Fig. 1: clock distribution
Scale: 3 px per µm.
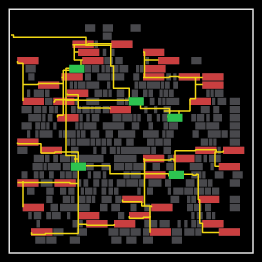
Fig. 2: sequential cells grouped by signal name
Scale: 6 px per µm. Other sequential cells in the stronger gray, the rest of the logic in the fainter gray.
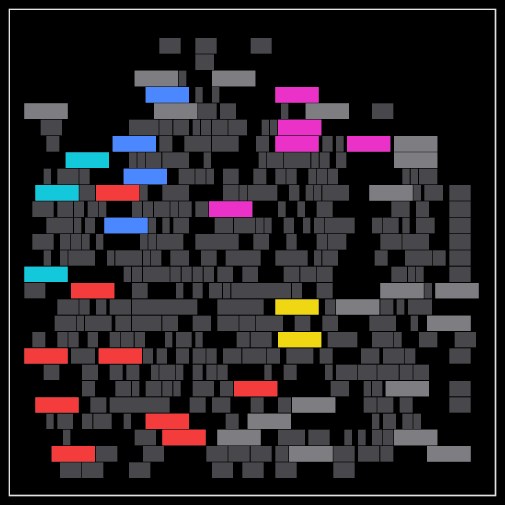
Fig. 3: wiring by layer
Scale: 4 px per µm.
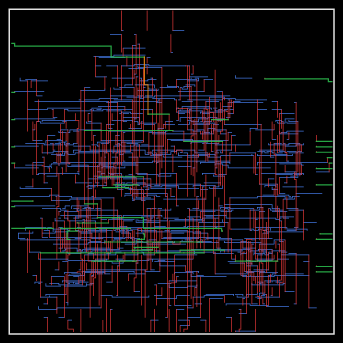
==> config.mk <==
export PLATFORM = sky130hd
export DESIGN_NAME = pe_group_addr_sequencer
export DESIGN_NICKNAME = d
export VERILOG_FILES = /design/src/rtl/pe_group_addr_sequencer.sv
export SDC_FILE = /design/constraint.sdc
export NUM_CORES = 1
export LEC_CHECK = 0
export CAP_MARGIN = 20
export CORE_MARGIN = 2
export CORE_UTILIZATION = 40
export DETAILED_ROUTE_END_ITERATION = 16
export HOLD_SLACK_MARGIN = 0.06
export PLACE_DENSITY_LB_ADDON = 0.25
export REMOVE_ABC_BUFFERS = 1
export SYNTH_ARGS = -nofsm -noshare
export SYNTH_HDL_FRONTEND = slang
export SYNTH_SLANG_ARGS = --single-unit
==> constraint.sdc <==
create_clock -name clk -period 3 [get_ports clk]
set_input_delay 0.45 -clock clk [delete_from_list [all_inputs] [get_ports clk]]
set_output_delay 0.45 -clock clk [all_outputs]
set_load 0.01 [all_outputs]
==> src/rtl/pe_group_addr_sequencer.sv <==
// Write/read address sequencer for one convolution tile of the PE-group entry buffer.
// Optional macro SEQ_STALL_CNT_EN adds a saturating StallCount output.
module pe_group_addr_sequencer #(
   parameter int AddressCount         = 27,
   parameter int AddressCountWidth    = 5,
   parameter int WindowSize           = 9,
   parameter int WindowSizeWidth      = 4,
   parameter int EntryReadTimes       = 5,
   parameter int EntryReadTimesWidth  = 3,
   parameter int TotalWriteTimes      = 27,
   parameter int TotalWriteTimesWidth = 9,
   parameter int TotalReadTimes       = 135,
   parameter int TotalReadTimesWidth  = 9
) (
   input  logic                            clk,
   input  logic                            rst,
   input  logic                            start,
   input  logic                            WEn,
   input  logic                            REn,
   output logic [AddressCountWidth-1:0]    WAddr,
   output logic [AddressCountWidth-1:0]    RAddr,
   output logic                            WrAllow,
   output logic                            RdAllow,
   output logic [EntryReadTimesWidth-1:0]  Pass,
   output logic [TotalWriteTimesWidth-1:0] WCount,
   output logic [TotalReadTimesWidth-1:0]  RCount,
`ifdef SEQ_STALL_CNT_EN
   output logic [TotalReadTimesWidth+3:0]  StallCount,
`endif
   output logic                            busy,
   output logic                            done
);

   localparam logic [AddressCountWidth-1:0]    AC_LAST   = AddressCountWidth'(AddressCount - 1);
   localparam logic [AddressCountWidth-1:0]    WS_STEP   = AddressCountWidth'(WindowSize);
   localparam logic [AddressCountWidth-1:0]    BASE_LAST = AddressCountWidth'(AddressCount - WindowSize);
   localparam logic [WindowSizeWidth-1:0]      WS_LAST   = WindowSizeWidth'(WindowSize - 1);
   localparam logic [EntryReadTimesWidth-1:0]  ERT_LAST  = EntryReadTimesWidth'(EntryReadTimes - 1);
   localparam logic [TotalWriteTimesWidth-1:0] TW_MAX    = TotalWriteTimesWidth'(TotalWriteTimes);
   localparam logic [TotalReadTimesWidth-1:0]  TR_MAX    = TotalReadTimesWidth'(TotalReadTimes);

   typedef enum logic [1:0] {IDLE, RUN, DONE} state_t;

   state_t                          state, state_nxt;
   logic [AddressCountWidth-1:0]    base, base_nxt, waddr_nxt, raddr_nxt;
   logic [WindowSizeWidth-1:0]      offset, offset_nxt;
   logic [EntryReadTimesWidth-1:0]  pass_nxt;
   logic [TotalWriteTimesWidth-1:0] wcount_nxt;
   logic [TotalReadTimesWidth-1:0]  rcount_nxt;

   // NOTE: sequential state uses non-blocking assignments so every register samples pre-edge values.
   always_ff @(posedge clk) begin
      if (rst) state <= IDLE;
      else     state <= state_nxt;
   end

   // The DONE transition looks at post-handshake counts so the final handshake edge enters DONE.
   always_comb begin
      state_nxt = state;
      case (state)
         IDLE:    if (start) state_nxt = RUN;
         RUN:     if (wcount_nxt == TW_MAX && rcount_nxt == TR_MAX) state_nxt = DONE;
         DONE:    state_nxt = IDLE;
         default: state_nxt = IDLE;
      endcase
   end

   always_comb begin
      busy    = (state == RUN);
      done    = (state == DONE);
      WrAllow = (state == RUN) && (WCount < TW_MAX);
      RdAllow = (state == RUN) && (RCount < TR_MAX);
   end

   // NOTE: every combinational output gets a default first so no path can infer a latch.
   always_comb begin
      waddr_nxt  = WAddr;
      wcount_nxt = WCount;
      rcount_nxt = RCount;
      pass_nxt   = Pass;
      base_nxt   = base;
      offset_nxt = offset;
      if (state == IDLE) begin
         if (start) begin
            waddr_nxt  = '0;
            wcount_nxt = '0;
            rcount_nxt = '0;
            pass_nxt   = '0;
            base_nxt   = '0;
            offset_nxt = '0;
         end
      end else if (state == RUN) begin
         if (WEn && WrAllow) begin
            waddr_nxt  = (WAddr == AC_LAST) ? '0 : WAddr + 1'b1;
            wcount_nxt = WCount + 1'b1;
         end
         if (REn && RdAllow) begin
            rcount_nxt = RCount + 1'b1;
            if (offset != WS_LAST) begin
               offset_nxt = offset + 1'b1;
            end else begin
               offset_nxt = '0;
               if (Pass != ERT_LAST) begin
                  pass_nxt = Pass + 1'b1;
               end else begin
                  pass_nxt = '0;
                  base_nxt = (base == BASE_LAST) ? '0 : base + WS_STEP;
               end
            end
         end
      end
      raddr_nxt = base_nxt + AddressCountWidth'(offset_nxt);
   end

   always_ff @(posedge clk) begin
      if (rst) begin
         WAddr  <= '0;
         RAddr  <= '0;
         WCount <= '0;
         RCount <= '0;
         Pass   <= '0;
         base   <= '0;
         offset <= '0;
      end else begin
         WAddr  <= waddr_nxt;
         RAddr  <= raddr_nxt;
         WCount <= wcount_nxt;
         RCount <= rcount_nxt;
         Pass   <= pass_nxt;
         base   <= base_nxt;
         offset <= offset_nxt;
      end
   end

`ifdef SEQ_STALL_CNT_EN
   // Counts RUN cycles where the consumer could read but did not; saturates at all-ones.
   always_ff @(posedge clk) begin
      if (rst)
         StallCount <= '0;
      else if (state == IDLE && start)
         StallCount <= '0;
      else if (RdAllow && !REn && StallCount != '1)
         StallCount <= StallCount + 1'b1;
   end
`endif

endmodule

==> impl_metrics.py <==
# Physical implementation metrics
metrics = {
    "floorplan": {
        "io_pins": 40,
        "rows": 27,
    },
    "synth": {
        "edf_count": 0,
        "top_area_cell": "dfxtp_1",
        "synth_flops": 42,
        "avgSynthCellArea_um2": 8.55,
        "top_cells_by_count": "dfxtp_1, nor2_1, a21oi_1, nand2_1, ha_1",
        "synthMuxAreaShare_pct": 2.65,
        "yosys_cells": 276,
    },
    "power": {
        "p_per_area_mw_per_mm2": 369,
        "internal-power_mw": 0.863,
        "switchingPower_mw": 0.273,
        "pg_clk_mw": 0.451,
        "peakVddDrop_mv": 0.223,
        "pwr-share-comb_pct": 9.9,
        "p_leak_nw": 1.26,
    },
    "cts": {
        "worst_skew_pair.late_latency_ps": 300,
        "cts_max_path_buffers": 2,
        "path_clk_slew_ps": 90,
        "htree_num_levels": 2,
    },
    "finish": {
        "fin_util_pct": 54.9,
        "area_growth_pct": 30.5,
    },
    "global_routing": {
        "antenna_found_initial": 0,
    },
    "drt": {
        "vias_per_cell": 5.33,
        "vias": 2171,
        "detail-route-antenna-nets": 0,
        "drc": 0,
    },
    "run_status": {
        "outcome": "finished, final reports clean",
    },
    "setup_path": {
        "cp-start-kind": "register",
        "crit_path_end_kind": "register",
    },
    "place": {
        "dp_hpwl_um": 4170,
        "portBuffers": 39,
        "gp_congestion": 0.867,
    },
    "timing": {
        "tns_ps": 0,
        "hold_viol_final": 0,
        "min_period_ps": 2760,
    },
    "run": {
        "warnings": 29,
    },
}
Back to the opening pictures, Fig. 1:
- yellow: clock wires (length 578 µm)
- red: flip-flops (count 42)
- green: clock-net drivers (count 5)
- routed clock nets: 6

Back to the opening pictures, Fig. 2:
- yellow: state (flops 2)
- cyan: Pass (flops 3)
- red: RCount (flops 9; where lower left)
- magenta: base (flops 5; where top center)
- blue: offset (flops 4)

Back to the opening pictures, Fig. 3:
- green: M3 (wire length 355 µm)
- orange: M4 (wire length 15.2 µm)
- blue: M1 (wire length 2690 µm)
- red: M2 (wire length 2540 µm)
wire length per cell: 13.8 µm
WL final: 5600 µm

[timing repair]
item | 4_1_cts | 5_1_grt
setup endpoints to repair | 0 | 1
buffers inserted | 0 | 1
resized | 0 | 3
[critical path, cell delays in order, from the launching register on]
cell and delay, ps:
dfxtp_1 380, o41ai_4 350, buf_4 190, o211ai_4 80, nor3_4 200, mux2i_1 200, a22o_1 170, ha_1 170
inv_1 60, fa_1 390, inv_1 70, a21o_1 100, a21oi_1 70, xnor2_1 140, nor2_1 60
[worst paths after layout]
path              depth (start not counted)        end      start  slack [ps]
setup / recovery                         14   RAddr[4]  RCount[6]         240
hold / removal                            1  WCount[6]  WCount[6]         500
setup reg to reg                         14   RAddr[4]  RCount[6]         240
hold reg to reg                           1  WCount[6]  WCount[6]         500
[cell families (layout without fill, tap and decap cells)]
| family | Yosys count | count (layout) |
|---|---|---|
| adder cells (fa/ha/maj) | 15 | 15 |
| flip-flops | 42 | 42 |
| buffers and inverters | 21 | 80 |
| AND-OR/OR-AND | 60 | 60 |
| multiplexers | 6 | 6 |
| XOR/XNOR | 9 | 9 |
| AND/OR/NAND/NOR | 123 | 123 |
[flip-flops by register name (all words and copies together) (netlist names)]
| register | count |
|---|---|
| RCount | 9 |
| Pass | 3 |
| RAddr | 5 |
| WAddr | 5 |
| base | 5 |
| state | 2 |
| WCount | 9 |
| offset | 4 |
[routing by layer]
metal	vias to the layer above	global-route usage, %	routed length, µm
li1	1101	-	-
met1	1007	26.2	2690
met2	61	29.8	2540
met3	2	3.56	354
met4	0	5.93	15
met5	-	0	0
[final cells by class]
type	instances	area (µm²)
well taps	72	90.1
inverters	11	41.3
clock buffers	6	72.6
repair buffers	61	556
fillers	549	2530
flip-flops and latches	42	841
clock inverters	2	37.5
multi-input cells	213	1440
Power is estimated from default activity; no workload was simulated.
